File: config.mk
export PLATFORM = sky130hd
export DESIGN_NAME = gsensor_avg_flat
export DESIGN_NICKNAME = d
export VERILOG_FILES = /design/src/rtl/gsensor_avg_if.sv /design/src/rtl/gsensor_avg.sv /design/src/flat_wrapper.sv
export SDC_FILE = /design/constraint.sdc
export NUM_CORES = 1
export LEC_CHECK = 0
export CELL_PAD_IN_SITES_DETAIL_PLACEMENT = 1
export CELL_PAD_IN_SITES_GLOBAL_PLACEMENT = 1
export CORE_UTILIZATION = 40
export CTS_CLUSTER_DIAMETER = 120
export DETAILED_ROUTE_END_ITERATION = 10
export PLACE_DENSITY_LB_ADDON = 0.1
export SYNTH_ARGS = -nofsm -noshare
export SYNTH_HDL_FRONTEND = slang
export SYNTH_SLANG_ARGS = --single-unit
File: constraint.sdc
create_clock -name clk -period 17.4 [get_ports clk]
set_input_delay 2.61 -clock clk [delete_from_list [all_inputs] [get_ports clk]]
set_output_delay 2.61 -clock clk [all_outputs]
set_load 0.03 [all_outputs]
File: src/rtl/gsensor_avg_if.sv
// Sample-in / average-out bundle between gsensor, the boxcar averager and its consumers.
interface gsensor_avg_if #(
  parameter int WIDTH = 16
);
  logic                    data_valid;
  logic signed [WIDTH-1:0] data_x;
  logic signed [WIDTH-1:0] data_y;
  logic signed [WIDTH-1:0] data_z;
  logic                    clear;
  logic                    avg_valid;
  logic signed [WIDTH-1:0] avg_x;
  logic signed [WIDTH-1:0] avg_y;
  logic signed [WIDTH-1:0] avg_z;
  logic                    primed;

  modport master (
    output data_valid, data_x, data_y, data_z, clear,
    input  avg_valid, avg_x, avg_y, avg_z, primed
  );

  modport slave (
    input  data_valid, data_x, data_y, data_z, clear,
    output avg_valid, avg_x, avg_y, avg_z, primed
  );
endinterface

File: src/rtl/gsensor_avg.sv
// Sliding-window boxcar averager for X/Y/Z accelerometer samples: circular buffer plus
// running sum per axis, one averaged triple per accepted sample once the window is full.
module gsensor_avg #(
  parameter int WIDTH      = 16,
  parameter int LOG2_DEPTH = 3
) (
  input logic         clk,
  input logic         reset,
  gsensor_avg_if.slave bus
);
  localparam int DEPTH = 1 << LOG2_DEPTH;
  localparam int SW    = WIDTH + LOG2_DEPTH;
  localparam logic [LOG2_DEPTH:0]   FULL    = (LOG2_DEPTH + 1)'(DEPTH);
  localparam logic [LOG2_DEPTH:0]   CNT_ONE = (LOG2_DEPTH + 1)'(1);
  localparam logic [LOG2_DEPTH-1:0] PTR_ONE = (LOG2_DEPTH)'(1);

  function automatic logic signed [SW-1:0] sext(input logic signed [WIDTH-1:0] v);
    return SW'(v);
  endfunction

  logic signed [WIDTH-1:0] buf_q [3][DEPTH];
  logic signed [SW-1:0]    sum_q [3];
  logic signed [SW-1:0]    sum_d [3];
  logic signed [WIDTH-1:0] avg_q [3];
  logic signed [WIDTH-1:0] avg_d [3];
  logic signed [WIDTH-1:0] sample_s [3];
  logic [LOG2_DEPTH-1:0]   wr_ptr_q, wr_ptr_d;
  logic [LOG2_DEPTH:0]     count_q, count_d;
  logic                    s1_valid_q;
  logic                    avg_valid_q;
  logic                    primed_q;

  // Next-state arithmetic: the oldest sample leaves the sum as the new one enters.
  always_comb begin
    sample_s[0] = bus.data_x;
    sample_s[1] = bus.data_y;
    sample_s[2] = bus.data_z;
    wr_ptr_d    = wr_ptr_q + PTR_ONE;
    if (count_q == FULL) begin
      count_d = count_q;
    end else begin
      count_d = count_q + CNT_ONE;
    end
    for (int a = 0; a < 3; a++) begin
      sum_d[a] = sum_q[a] + sext(sample_s[a]) - sext(buf_q[a][wr_ptr_q]);
      avg_d[a] = WIDTH'(sum_q[a] >>> LOG2_DEPTH);
    end
  end

  // Window state (stage 1) and averaged outputs (stage 2); clear outranks a new sample.
  always_ff @(posedge clk or posedge reset) begin
    if (reset) begin
      for (int a = 0; a < 3; a++) begin
        for (int i = 0; i < DEPTH; i++) begin
          buf_q[a][i] <= '0;
        end
        sum_q[a] <= '0;
        avg_q[a] <= '0;
      end
      wr_ptr_q    <= '0;
      count_q     <= '0;
      primed_q    <= 1'b0;
      s1_valid_q  <= 1'b0;
      avg_valid_q <= 1'b0;
    end else if (bus.clear) begin
      for (int a = 0; a < 3; a++) begin
        for (int i = 0; i < DEPTH; i++) begin
          buf_q[a][i] <= '0;
        end
        sum_q[a] <= '0;
      end
      wr_ptr_q    <= '0;
      count_q     <= '0;
      primed_q    <= 1'b0;
      s1_valid_q  <= 1'b0;
      avg_valid_q <= 1'b0;
    end else begin
      if (bus.data_valid) begin
        for (int a = 0; a < 3; a++) begin
          buf_q[a][wr_ptr_q] <= sample_s[a];
          sum_q[a]           <= sum_d[a];
        end
        wr_ptr_q   <= wr_ptr_d;
        count_q    <= count_d;
        primed_q   <= (count_d == FULL);
        s1_valid_q <= (count_d == FULL);
      end else begin
        s1_valid_q <= 1'b0;
      end
      if (s1_valid_q) begin
        for (int a = 0; a < 3; a++) begin
          avg_q[a] <= avg_d[a];
        end
        avg_valid_q <= 1'b1;
      end else begin
        avg_valid_q <= 1'b0;
      end
    end
  end

  assign bus.avg_valid = avg_valid_q;
  assign bus.avg_x     = avg_q[0];
  assign bus.avg_y     = avg_q[1];
  assign bus.avg_z     = avg_q[2];
  assign bus.primed    = primed_q;
endmodule

File: src/flat_wrapper.sv
// flat-port wrapper written by rule: the top's interface ports become plain ports
module gsensor_avg_flat 
#(
  parameter int WIDTH      = 16,
  parameter int LOG2_DEPTH = 3
)
  (clk, reset, bus_data_valid, bus_data_x, bus_data_y, bus_data_z, bus_clear, bus_avg_valid, bus_avg_x, bus_avg_y, bus_avg_z, bus_primed);
  gsensor_avg_if #(.WIDTH(WIDTH)) bus_i ();
  input logic clk;
  input logic reset;
  input wire logic [$bits(bus_i.data_valid)-1:0] bus_data_valid;
  input wire logic [$bits(bus_i.data_x)-1:0] bus_data_x;
  input wire logic [$bits(bus_i.data_y)-1:0] bus_data_y;
  input wire logic [$bits(bus_i.data_z)-1:0] bus_data_z;
  input wire logic [$bits(bus_i.clear)-1:0] bus_clear;
  output wire logic [$bits(bus_i.avg_valid)-1:0] bus_avg_valid;
  output wire logic [$bits(bus_i.avg_x)-1:0] bus_avg_x;
  output wire logic [$bits(bus_i.avg_y)-1:0] bus_avg_y;
  output wire logic [$bits(bus_i.avg_z)-1:0] bus_avg_z;
  output wire logic [$bits(bus_i.primed)-1:0] bus_primed;
  assign bus_i.data_valid = bus_data_valid;
  assign bus_i.data_x = bus_data_x;
  assign bus_i.data_y = bus_data_y;
  assign bus_i.data_z = bus_data_z;
  assign bus_i.clear = bus_clear;
  assign bus_avg_valid = bus_i.avg_valid;
  assign bus_avg_x = bus_i.avg_x;
  assign bus_avg_y = bus_i.avg_y;
  assign bus_avg_z = bus_i.avg_z;
  assign bus_primed = bus_i.primed;
  gsensor_avg #(.WIDTH(WIDTH), .LOG2_DEPTH(LOG2_DEPTH)) u_core (.clk(clk), .reset(reset), .bus(bus_i));
endmodule
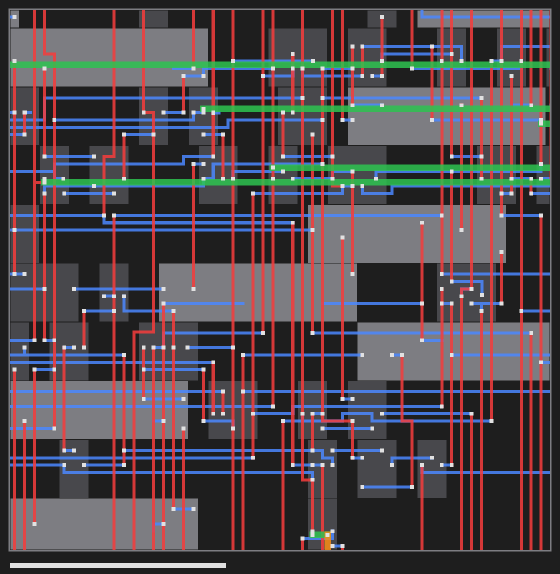
detail.png
Scale bar: 10 um. Window x 52 to 77, y 52 to 77 um. Cells in gray, sequential cells in the stronger gray; small squares are vias.
metal 4 -> orange
metal 1 -> blue
metal 3 -> green
metal 2 -> red
cells with their middle in the window = 34
sequential cells in the window = 7
most frequent = nand2_1 (13), a21oi_1 (7), dfrtp_1 (7)
netlist names of flops here include = u_core.buf_q (7)

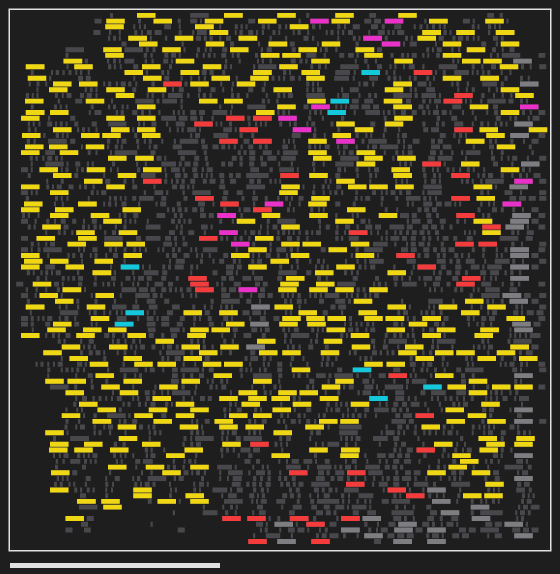
flops_by_reg.png
Scale bar: 100 um.
u_core.buf_q -> yellow  # placed flops 384, where spread over the die
u_core.sum_q -> cyan  # placed flops 9
u_core.bus.avg_x -> magenta  # placed flops 16
u_core.avg_d -> red  # placed flops 48
not colored = 42
storage element area: 12500 sq um
final core occ: 45.8%
Seq area share: 42.3%
Flop+latch power: 1.27 mW

==> flow_summary.json <==
{
  "use_met3_pct": 3.99,
  "dp_hpwl_mm": 54.3,
  "postCtsSetupRepairBufs": 0,
  "clock_sinks": 499,
  "hold_viol": 0,
  "ios": 102,
  "drtIter0Drc": 1664,
  "path_cells": "clkdlybuf4s50_1 -> inv_1 -> fa_1 -> inv_1 -> ha_1 -> a2111oi_0 -> o21ai_1 -> a41oi_2 -> o31ai_1 -> a31oi_1 -> xor2_1 -> o21ai_1",
  "slowest_stage": "clkdlybuf4s50_1",
  "yosysUniqueCellTypes": 63,
  "crit_buf_inv": 3,
  "core_area_sq_um": 64300,
  "fin_setup_tns_ns": 0,
  "cpLargestDelayFamily": "AND-OR/OR-AND gates",
  "insertedDiodeCount": 0,
  "grt_pass1_vias": 23800,
  "powerDensity_nw_per_um2": 128,
  "port_buffers": 101,
  "fp_util_pct": 40.4,
  "power_frac_seq_pct": 33.6,
  "clock-skew-final_ns": 0.0106,
  "synth_area_per_cell_sq_um": 8.58,
  "switchingPower_mw": 1.31,
  "clockBufferDepth": 3,
  "grtUsageMet1_pct": 41.1,
  "cts_made_buffers": 58,
  "dp.cells": 3764,
  "critical_path_peak_fanout": 9,
  "maxCapViolations": 0,
  "drive_gt1_share_pct": 5.37,
  "max_freq_mhz": 173,
  "wl_per_cell_um": 24.7,
  "ys_seq_share_pct": 48.1,
  "total_power_mw": 3.78,
  "final-max-slew-violation-count": 0,
  "netlist_area_sq_um": 26000,
  "die_y_um": 257,
  "p_int_mw": 2.47,
  "status": "finished, final reports clean",
  "place.gp.congestion": 0.845,
  "power_frac_comb_pct": 32.0,
  "cts_tree": "yes",
  "grt_usage_pct": 29.2,
  "post-route-period-util_pct": 33.2,
  "area_growth_pct": 13.5,
  "worstSetupEndpointType": "register",
  "busiest_layer": "met2",
  "critPathKind": "in -> reg",
  "cpPeakStageDelay_ns": 0.68,
  "rsz0062_at_grt": "false",
  "leakagePower_nw": 12.8,
  "ys_cells": 3027,
  "use_met2_pct": 47.6,
  "synth-main-ff-cell": "dfrtp_1",
  "worst_slack_ns": 11.63
}
==> registers in the layout, summed over array words and instances, names as in the netlist <==
| signal | count |
|---|---|
| u_core.count_q | 4 |
| u_core.sum_q | 9 |
| u_core.bus.avg_x | 16 |
| u_core.bus.primed | 1 |
| u_core.avg_d | 48 |
| u_core.wr_ptr_q | 3 |
| u_core.s1_valid_q | 1 |
| u_core.bus.avg_z | 16 |
| u_core.bus.avg_valid | 1 |
| u_core.buf_q | 384 |
| u_core.bus.avg_y | 16 |
==> cell families after synthesis <==
kind of cell,count (synthesis),synth area share (%)
AND-OR/OR-AND,827,19.0
XOR/XNOR,42,1.42
adder cells (fa/ha/maj),117,7.19
buffers and inverters,471,6.93
flip-flops,499,48.1
multiplexers,23,0.900
AND/OR/NAND/NOR,1048,16.5
==> metrics by stage <==
step                instance area, sq um  hold WS [ns]  util (%)
floorplan                          26000         0.450         -
global placement                   27500         0.461      42.7
detailed placement                 27500         0.469      42.7
CTS                                29500         0.482      45.8
global route                       29500         0.505      45.8
finish                             29500         0.475      45.8
==> power groups by stage <==
stage               logic, mW  registers (mW)  clock network [mW]
floorplan               0.873            1.28                   0
global placement         1.15            1.29                   0
detailed placement       1.19            1.29                   0
CTS                      1.21            1.27                1.33
global route             1.35            1.28                1.36
finish                   1.21            1.27                1.30
==> layer usage <==
| layer | up-vias | wire length [um] |
|---|---|---|
| met5 | - | 0 |
| met4 | 0 | 2080 |
| met3 | 144 | 4970 |
| met2 | 572 | 44900 |
| met1 | 11600 | 43800 |
| li1 | 9976 | - |
==> path summary, 6_finish.rpt <==
check / startpoint / to / slack (ns) / cells after the start
hold reg to reg: u_core.bus.avg_y[6]$_DFFE_PP0P_ / u_core.bus.avg_y[6]$_DFFE_PP0P_ / 0.47 / 2
setup reg to reg: u_core.wr_ptr_q[2]$_DFFE_PP0P_ / u_core.avg_d[13]$_DFFE_PP0P_ / 12.10 / 14
max in group asynchronous: reset / u_core.buf_q[267]$_DFFE_PP0P_ / 11.68 / 5
setup / recovery: bus_data_z[7] / u_core.avg_d[13]$_DFFE_PP0P_ / 11.63 / 12
min in group asynchronous: reset / u_core.count_q[0]$_DFFE_PP0P_ / 2.50 / 2
hold / removal: u_core.bus.avg_y[6]$_DFFE_PP0P_ / u_core.bus.avg_y[6]$_DFFE_PP0P_ / 0.47 / 2
==> cell type report <==
class                      count  area (sq um)
clock buffer                  88          1790
fill                        7488         34800
sequential                   499         12500
clock inverter                19           251
multi-input combinational   2057         11800
tap                          855          1070
timing repair buffer         129          1240
inverter                     224           848
==> synth_stat cells (9+ instances only) <==
cell type  number  share of area (%)
dfrtp_1       499                 48
o21ai_0        81                1.6
nand4_1        48                1.2
nor2_1         65               0.94
and4_1         11               0.37
a21oi_1       437                8.4
a21o_1         29               0.84
clkbuf_1      202                2.9
xnor2_1        18               0.61
and2_1          9               0.22
buf_1          21               0.30
o21ai_1         9               0.17
mux2i_1        20               0.77
inv_1         224                3.2
o21bai_1       10               0.29
ha_1           63                3.0
a211oi_1       18               0.52
a22oi_1       193                5.6
fa_1           54                4.2
nand2_1       852                 12
buf_2          23               0.44
xor2_1         24               0.81
nor3_1         16               0.31
nand3_1        10               0.19
No activity file was given, so power comes from the tool's default toggle rates.
